==> images/layer_met3.png <==
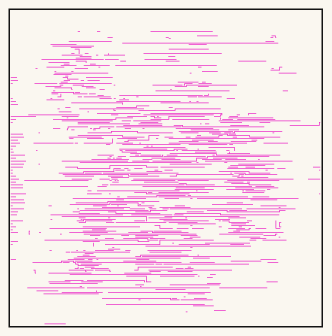
==> images/cell_density.png <==
The die is cut into 14 by 14 equal tiles; white is low, dark blue is high, 0 to 100% covered.
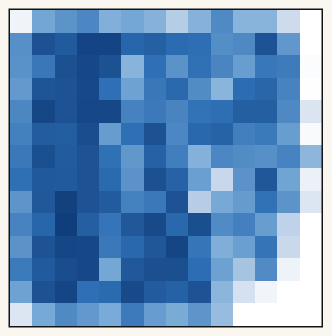
==> images/clk_routes.png <==
The bar under the picture is 50 um long.
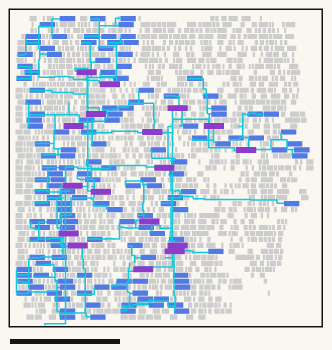
==> src/rtl/pa_muldiv_pkg.sv <==
// Shared encodings for the P-A multiply/divide engine: op codes and FSM states.
package pa_pkg;

  localparam logic [1:0] OP_MULU = 2'b00;
  localparam logic [1:0] OP_MULS = 2'b01;
  localparam logic [1:0] OP_DIVS = 2'b10;
  localparam logic [1:0] OP_DIVU = 2'b11;

  typedef enum logic [2:0] {
    IDLE = 3'd0,
    LOAD = 3'd1,
    ITER = 3'd2,
    FIX  = 3'd3,
    DONE = 3'd4
  } state_t;

endpackage

==> src/rtl/pa_muldiv_if.sv <==
// Microcontrol-side bus of the multiply/divide engine; vectors are bit 0 = MSB.
interface pa_muldiv_if
  import pa_pkg::*;
#(
  parameter int WIDTH = 16
) ();

  // Handshake: start is sampled only while the engine is IDLE (operands are
  // captured on that same edge); busy is high from the following edge until
  // done; done is a single-cycle pulse during which results are valid, and
  // hi/lo/z/m/v then hold until the next accepted start.
  logic             start;
  logic [0:1]       op;
  logic [0:WIDTH-1] a;
  logic [0:WIDTH-1] b;
  logic [0:WIDTH-1] dh;
  logic             busy;
  logic             done;
  logic [0:WIDTH-1] hi;
  logic [0:WIDTH-1] lo;
  logic             z;
  logic             m;
  logic             v;
  state_t           dbg_state;

  modport master (
    output start, op, a, b, dh,
    input  busy, done, hi, lo, z, m, v, dbg_state
  );

  modport slave (
    input  start, op, a, b, dh,
    output busy, done, hi, lo, z, m, v, dbg_state
  );

endinterface

==> src/rtl/pa_md_step.sv <==
// One radix-2 iteration: shift-add for multiply, restoring shift-subtract for divide.
module pa_md_step #(
  parameter int WIDTH = 16
) (
  input  logic             is_div_i,
  input  logic [WIDTH:0]   acc_i,
  input  logic [WIDTH-1:0] sh_i,
  input  logic [WIDTH-1:0] mc_i,
  output logic [WIDTH:0]   acc_o,
  output logic [WIDTH-1:0] sh_o
);

  logic [WIDTH:0] sum;
  logic [WIDTH:0] shifted;
  logic [WIDTH:0] diff;

  always_comb begin
    sum     = {1'b0, acc_i[WIDTH-1:0]} + (sh_i[0] ? {1'b0, mc_i} : '0);
    shifted = {acc_i[WIDTH-1:0], sh_i[WIDTH-1]};
    diff    = shifted - {1'b0, mc_i};
    acc_o   = '0;
    sh_o    = '0;
    if (is_div_i) begin
      // Remainder stays below the divisor, so the shifted value fits WIDTH+1 bits.
      if (shifted >= {1'b0, mc_i}) begin
        acc_o = diff;
        sh_o  = {sh_i[WIDTH-2:0], 1'b1};
      end else begin
        acc_o = shifted;
        sh_o  = {sh_i[WIDTH-2:0], 1'b0};
      end
    end else begin
      acc_o = {1'b0, sum[WIDTH:1]};
      sh_o  = {sum[0], sh_i[WIDTH-1:1]};
    end
  end

endmodule

==> src/rtl/pa_muldiv.sv <==
// Iterative multiply/divide engine with sign fix-up and overflow detection.
// Optional macro PA_MULDIV_EARLY_OUT_EN: MUL with a zero operand skips the iterations.
module pa_muldiv
  import pa_pkg::*;
#(
  parameter int WIDTH = 16
) (
  input logic        clk_sys,
  input logic        clear,
  pa_muldiv_if.slave bus
);

  localparam int CNT_W = $clog2(WIDTH + 1);
  localparam logic [WIDTH-1:0] Q_POS_MAX = {1'b0, {(WIDTH-1){1'b1}}};
  localparam logic [WIDTH-1:0] Q_NEG_MAX = {1'b1, {(WIDTH-1){1'b0}}};

  state_t           state_q, state_d;
  logic [1:0]       op_q, op_d;
  logic [WIDTH-1:0] a_q, a_d, b_q, b_d, dh_q, dh_d, mc_q, mc_d, sh_q, sh_d;
  logic [WIDTH-1:0] hi_q, hi_d, lo_q, lo_d;
  logic [WIDTH:0]   acc_q, acc_d;
  logic [CNT_W-1:0] cnt_q, cnt_d;
  logic             prep_q, prep_d, sa_q, sa_d, sb_q, sb_d, ovf_q, ovf_d;
  logic             z_q, z_d, m_q, m_d, v_q, v_d;

  logic             is_div, is_signed, a_neg, b_neg, dvd_neg;
  logic [WIDTH-1:0] a_mag, b_mag, qmag, quo, rem;
  logic [2*WIDTH-1:0] dvd_raw, dvd_mag, prod_mag, prod;
  logic             early_out, short_path, div_ovf;
  logic [WIDTH:0]   step_acc;
  logic [WIDTH-1:0] step_sh;

  assign is_div    = op_q[1];
  assign is_signed = (op_q == OP_MULS) || (op_q == OP_DIVS);
  assign a_neg     = is_signed && a_q[WIDTH-1];
  assign b_neg     = (op_q == OP_MULS) && b_q[WIDTH-1];
  assign dvd_neg   = (op_q == OP_DIVS) && dh_q[WIDTH-1];
  assign a_mag     = a_neg ? -a_q : a_q;
  assign b_mag     = b_neg ? -b_q : b_q;
  assign dvd_raw   = {dh_q, b_q};
  assign dvd_mag   = dvd_neg ? -dvd_raw : dvd_raw;

`ifdef PA_MULDIV_EARLY_OUT_EN
  assign early_out = !is_div && ((a_q == '0) || (b_q == '0));
`else
  assign early_out = 1'b0;
`endif
  assign short_path = early_out || (is_div && (a_q == '0)) ||
                      ((op_q == OP_DIVU) && (dh_q >= a_q));

  // Fix-up: sign correction of product, quotient and remainder magnitudes.
  assign prod_mag = {acc_q[WIDTH-1:0], sh_q};
  assign prod     = (sa_q ^ sb_q) ? -prod_mag : prod_mag;
  assign qmag     = sh_q;
  assign quo      = (sa_q ^ sb_q) ? -qmag : qmag;
  assign rem      = sb_q ? -acc_q[WIDTH-1:0] : acc_q[WIDTH-1:0];
  assign div_ovf  = ovf_q || ((op_q == OP_DIVS) &&
                    ((sa_q ^ sb_q) ? (qmag > Q_NEG_MAX) : (qmag > Q_POS_MAX)));

  pa_md_step #(.WIDTH(WIDTH)) u_step (
    .is_div_i (is_div),
    .acc_i    (acc_q),
    .sh_i     (sh_q),
    .mc_i     (mc_q),
    .acc_o    (step_acc),
    .sh_o     (step_sh)
  );

  always_ff @(posedge clk_sys) begin
    if (clear) state_q <= IDLE;
    else       state_q <= state_d;
  end

  always_comb begin
    state_d = state_q;
    unique case (state_q)
      IDLE:    if (bus.start) state_d = LOAD;
      LOAD:    if (prep_q) state_d = short_path ? DONE : ITER;
      ITER:    if (cnt_q == CNT_W'(1)) state_d = FIX;
      FIX:     state_d = DONE;
      DONE:    state_d = IDLE;
      default: state_d = IDLE;
    endcase
  end

  always_comb begin
    bus.busy      = (state_q == LOAD) || (state_q == ITER) || (state_q == FIX);
    bus.done      = (state_q == DONE);
    bus.hi        = hi_q;
    bus.lo        = lo_q;
    bus.z         = z_q;
    bus.m         = m_q;
    bus.v         = v_q;
    bus.dbg_state = state_q;
  end

  // LOAD spends one cycle forming magnitudes, then one cycle on the prechecks.
  always_comb begin
    op_d = op_q;  a_d = a_q;   b_d = b_q;   dh_d = dh_q;  mc_d = mc_q;
    sh_d = sh_q;  acc_d = acc_q; cnt_d = cnt_q; prep_d = prep_q;
    sa_d = sa_q;  sb_d = sb_q; ovf_d = ovf_q;
    hi_d = hi_q;  lo_d = lo_q; z_d = z_q; m_d = m_q; v_d = v_q;
    unique case (state_q)
      IDLE: if (bus.start) begin
        op_d = bus.op;  a_d = bus.a;  b_d = bus.b;  dh_d = bus.dh;
        prep_d = 1'b0;
      end
      LOAD: if (!prep_q) begin
        prep_d = 1'b1;
        cnt_d  = CNT_W'(WIDTH);
        sa_d   = a_neg;
        sb_d   = b_neg | dvd_neg;
        mc_d   = a_mag;
        acc_d  = is_div ? {1'b0, dvd_mag[2*WIDTH-1:WIDTH]} : '0;
        sh_d   = is_div ? dvd_mag[WIDTH-1:0] : b_mag;
      end else begin
        ovf_d = (op_q == OP_DIVS) && (acc_q[WIDTH-1:0] >= mc_q);
        if (early_out) begin
          hi_d = '0;  lo_d = '0;  z_d = 1'b1;  m_d = 1'b0;  v_d = 1'b0;
        end else if (short_path) begin
          hi_d = dh_q;  lo_d = b_q;  z_d = (b_q == '0);  m_d = b_q[WIDTH-1];  v_d = 1'b1;
        end
      end
      ITER: begin
        acc_d = step_acc;
        sh_d  = step_sh;
        cnt_d = cnt_q - 1'b1;
      end
      FIX: begin
        if (!is_div) begin
          hi_d = prod[2*WIDTH-1:WIDTH];  lo_d = prod[WIDTH-1:0];
          z_d  = (prod == '0);  m_d = prod[2*WIDTH-1];  v_d = 1'b0;
        end else if (div_ovf) begin
          hi_d = dh_q;  lo_d = b_q;  z_d = (b_q == '0);  m_d = b_q[WIDTH-1];  v_d = 1'b1;
        end else begin
          hi_d = rem;  lo_d = quo;  z_d = (quo == '0);  m_d = quo[WIDTH-1];  v_d = 1'b0;
        end
      end
      default: ;
    endcase
  end

  always_ff @(posedge clk_sys) begin
    if (clear) begin
      op_q <= '0;  a_q <= '0;  b_q <= '0;  dh_q <= '0;  mc_q <= '0;
      sh_q <= '0;  acc_q <= '0; cnt_q <= '0; prep_q <= 1'b0;
      sa_q <= 1'b0; sb_q <= 1'b0; ovf_q <= 1'b0;
      hi_q <= '0;  lo_q <= '0;  z_q <= 1'b0; m_q <= 1'b0; v_q <= 1'b0;
    end else begin
      op_q <= op_d;  a_q <= a_d;  b_q <= b_d;  dh_q <= dh_d;  mc_q <= mc_d;
      sh_q <= sh_d;  acc_q <= acc_d; cnt_q <= cnt_d; prep_q <= prep_d;
      sa_q <= sa_d;  sb_q <= sb_d; ovf_q <= ovf_d;
      hi_q <= hi_d;  lo_q <= lo_d;  z_q <= z_d;  m_q <= m_d;  v_q <= v_d;
    end
  end

endmodule
==> src/flat_wrapper.sv <==
// flat-port wrapper written by rule: the top's interface ports become plain ports
module pa_muldiv_flat import pa_pkg::*;
#(
  parameter int WIDTH = 16
)
  (clk_sys, clear, bus_start, bus_op, bus_a, bus_b, bus_dh, bus_busy, bus_done, bus_hi, bus_lo, bus_z, bus_m, bus_v, bus_dbg_state);
  pa_muldiv_if #(.WIDTH(WIDTH)) bus_i ();
  input logic clk_sys;
  input logic clear;
  input wire logic [$bits(bus_i.start)-1:0] bus_start;
  input wire logic [$bits(bus_i.op)-1:0] bus_op;
  input wire logic [$bits(bus_i.a)-1:0] bus_a;
  input wire logic [$bits(bus_i.b)-1:0] bus_b;
  input wire logic [$bits(bus_i.dh)-1:0] bus_dh;
  output wire logic [$bits(bus_i.busy)-1:0] bus_busy;
  output wire logic [$bits(bus_i.done)-1:0] bus_done;
  output wire logic [$bits(bus_i.hi)-1:0] bus_hi;
  output wire logic [$bits(bus_i.lo)-1:0] bus_lo;
  output wire logic [$bits(bus_i.z)-1:0] bus_z;
  output wire logic [$bits(bus_i.m)-1:0] bus_m;
  output wire logic [$bits(bus_i.v)-1:0] bus_v;
  output wire logic [$bits(bus_i.dbg_state)-1:0] bus_dbg_state;
  assign bus_i.start = bus_start;
  assign bus_i.op = bus_op;
  assign bus_i.a = bus_a;
  assign bus_i.b = bus_b;
  assign bus_i.dh = bus_dh;
  assign bus_busy = bus_i.busy;
  assign bus_done = bus_i.done;
  assign bus_hi = bus_i.hi;
  assign bus_lo = bus_i.lo;
  assign bus_z = bus_i.z;
  assign bus_m = bus_i.m;
  assign bus_v = bus_i.v;
  assign bus_dbg_state = bus_i.dbg_state;
  pa_muldiv #(.WIDTH(WIDTH)) u_core (.clk_sys(clk_sys), .clear(clear), .bus(bus_i));
endmodule
==> config.mk <==
export PLATFORM = sky130hd
export DESIGN_NAME = pa_muldiv_flat
export DESIGN_NICKNAME = d
export VERILOG_FILES = /design/src/rtl/pa_muldiv_pkg.sv /design/src/rtl/pa_muldiv_if.sv /design/src/rtl/pa_md_step.sv /design/src/rtl/pa_muldiv.sv /design/src/flat_wrapper.sv
export SDC_FILE = /design/constraint.sdc
export NUM_CORES = 1
export LEC_CHECK = 0
export ABC_AREA = 0
export CAP_MARGIN = 20
export CORE_AREA = 2 2 140 142
export DETAILED_ROUTE_END_ITERATION = 12
export DIE_AREA = 0 0 142 144
export GPL_TIMING_DRIVEN = 0
export PLACE_DENSITY = 0.92
export SLEW_MARGIN = 30
export SYNTH_ARGS = -nofsm -noshare
export SYNTH_HDL_FRONTEND = slang
export SYNTH_SLANG_ARGS = --single-unit
==> constraint.sdc <==
create_clock -name clk_sys -period 3.7 [get_ports clk_sys]
set_input_delay 1.11 -clock clk_sys [delete_from_list [all_inputs] [get_ports clk_sys]]
set_output_delay 1.11 -clock clk_sys [all_outputs]
set_load 0.01 [all_outputs]
==> flow_summary.json <==
{
  "cp_max_fo": 10,
  "synthCells": 1512,
  "required_ns": 4.04,
  "synth_nets": 1641,
  "setup_viol": 0,
  "p_leak_nw": 4.74,
  "postSynth.asyncResetShare": 0,
  "cts_buffers": 17,
  "placed_cell_area_um2": 12400,
  "whs_ns": 0.461,
  "ys_cells": 1512,
  "hold_end": "u_core.bus.hi[14]",
  "power_density_nw_per_um2": 394,
  "comb_area_frac": 0.589,
  "worstHoldStart": "u_core.bus.hi[14]",
  "cp.arrival_ns": 3.92,
  "largest_class": "logic gates",
  "synthTopCellsByCount": "nand2_1 (179), nor2_1 (173), a21oi_1 (152), dfxtp_1 (145), clkbuf_1 (97)",
  "n_antenna_cell": 1,
  "vdd_drop_max_v": 0.000357,
  "yosys_warnings": 0,
  "hold_depth": 2,
  "synth_cell_types": 79,
  "grt_pass1_vias": 11502,
  "synthToLayoutAreaGrowth_pct": 16.5,
  "crit_buf_inv": 4,
  "outcome": "finished clean",
  "r2r-start": "u_core.op_q[1]",
  "multi_input_comb_cells": 1197,
  "inv_count": 57,
  "drc_errors": 0,
  "rr_worst_depth": 11,
  "lay_top_cells": "nand2_1 (179), nor2_1 (172), a21oi_1 (152)",
  "routed_via_density": 6.77,
  "wl_per_cell_um": 22.6,
  "io_pins": 93,
  "logic_area_um2": 7670,
  "synth.area.top_cells": "dfxtp_1 (26%), ha_1 (8.3%), a21oi_1 (6.8%)",
  "fill_cells": 1570,
  "sh_seq_area": 0.223,
  "relSlewSlack": 0.429,
  "hpwl_um": 32100,
  "dieArea_um2": 20400,
  "wl_met1_um": 15800,
  "cts_tree": "yes",
  "crit_type": "reg -> reg",
  "die_height_um": 144,
  "buffers": 203,
  "antenna_found_initial": 1,
  "clk_share": 0.0435,
  "largest_area_cell": "dfxtp_1",
  "yosysMostFrequentCell": "nand2_1",
  "drive_above_1_share": 0.0508,
  "grt_max_degree": 17,
  "clock_sinks": 145,
  "place_inst": 1842,
  "die_w_um": 142,
  "grt.met2_usage": 0.614,
  "stdcell_area_um2": 13000,
  "maxCapViolCount": 0,
  "rsz0062_at_grt": "false",
  "hold_class": "reg -> reg",
  "period_used_share": 0.968,
  "finalSetupTns_ns": 0,
  "startpoint": "u_core.op_q[1]",
  "seq_area_um2": 2900,
  "taps": 238,
  "grt_pass1_wl_um": 64000,
  "fin_crit_ns": 3.58,
  "ant_nets": 0,
  "crit_slowest_cell": "clkbuf_1",
  "synth-area-yosys_um2": 11200,
  "root_buffer": "clkbuf_16",
  "end_kind": "register",
  "fmax_mhz": 279,
  "layout.cells.non_filler": 1873,
  "port_buffers": 92,
  "mostFrequentLayoutCell": "nand2_1",
  "design.seq.count": 145,
  "route.met3.wl_um": 6290,
  "wl_met2_um": 17800,
  "top_cell_area_share": 0.260,
  "setup_ws_ns": 0.120,
  "crit_path_cell_trace": "clkbuf_2 > clkinv_2 > clkbuf_2 > clkbuf_1 > ha_1 > nand2_1 > o21a_1 > or3_1 > a21oi_1 > a211oi_1 > a211oi_1",
  "warnings": 30,
  "crit_end": "u_core.qmag[9]",
  "num_rows": 51,
  "drt_iter0_drc": 1458,
  "post_cts_buffers": 0,
  "synth.yosys.seq_area_share": 0.260,
  "tightest_slew_ns": 0.857,
  "drtPass1Iterations": 6,
  "r2r_slack_ns": 0.12,
  "grt.busiest_layer": "met2",
  "cp_slowest_stage_delay_ns": 0.52,
  "n_clock_buffer": 17,
  "layout.nonclk_buf_frac": 0.105,
  "edf_count": 0,
  "highest_layer": "met4",
  "p_total_w": 0.00513,
  "timing.rr.end": "u_core.qmag[9]",
  "track_usage": 0.406,
  "syn_area_per_cell_um2": 7.39,
  "gp_congestion": 1.03,
  "clk_pin_slew_ns": 0.07,
  "drv_slew": 0,
  "crit_family": "buffers and inverters",
  "h-tree-depth": 4,
  "cp-start-kind": "register",
  "flop_cell": "dfxtp_1",
  "syn_area_um2": 11200,
  "dp_slack_ns": -0.653
}
## Picture notes: layer_met3.png
longest straight run = 72.7 um
wire length on this layer = 6290 um
main direction = horizontal
Routed Wire Length: 42300 um
Via Count: 12675
GR Util met3: 0.123

## Picture notes: cell_density.png
nearly empty tiles = 6.6%
fullest tile = 94%
tiles over 75% full = 37%
Util after Layout: 0.683
core area: 19100 um^2
Init Core Util: 0.586

## Picture notes: clk_routes.png
clock wires -> cyan  # length 1890 um
flip-flops -> blue  # count 145
clock drivers -> purple  # count 17
routed clock nets = 18
clk latency late pin: 0.44 ns
Clock Power Share: 0.330
Power Clock: 0.00169 W
clock skew: 0.0141 ns

## cell families (layout without fill, tap and decap cells)
group	Yosys count	in the layout	share of synthesized area
compound gates	457	457	0.266
buf+inv	170	292	0.0591
simple gates	541	541	0.228
flops	145	145	0.260
mux	31	31	0.0280
xor+xnor	92	92	0.0727
other cells	0	1	0
fa+ha+maj	76	76	0.0864
## where the power goes
| part | leakage, nW | switching, W | internal (W) |
|---|---|---|---|
| clock | 0.272 | 0.000802 | 0.000892 |
| sequential | 1.18 | 0.000133 | 0.00164 |
| combinational | 3.29 | 0.00105 | 0.000614 |
## repair_timing
action,in CTS,in global routing
cloned,0,0
pin swaps,0,0
hold buffers,0,0
setup endpoints to repair,46,48
gates resized,7,17
hold endpoints to repair,0,0
Power figures rest on the tool's default switching activity, not on a simulated workload.
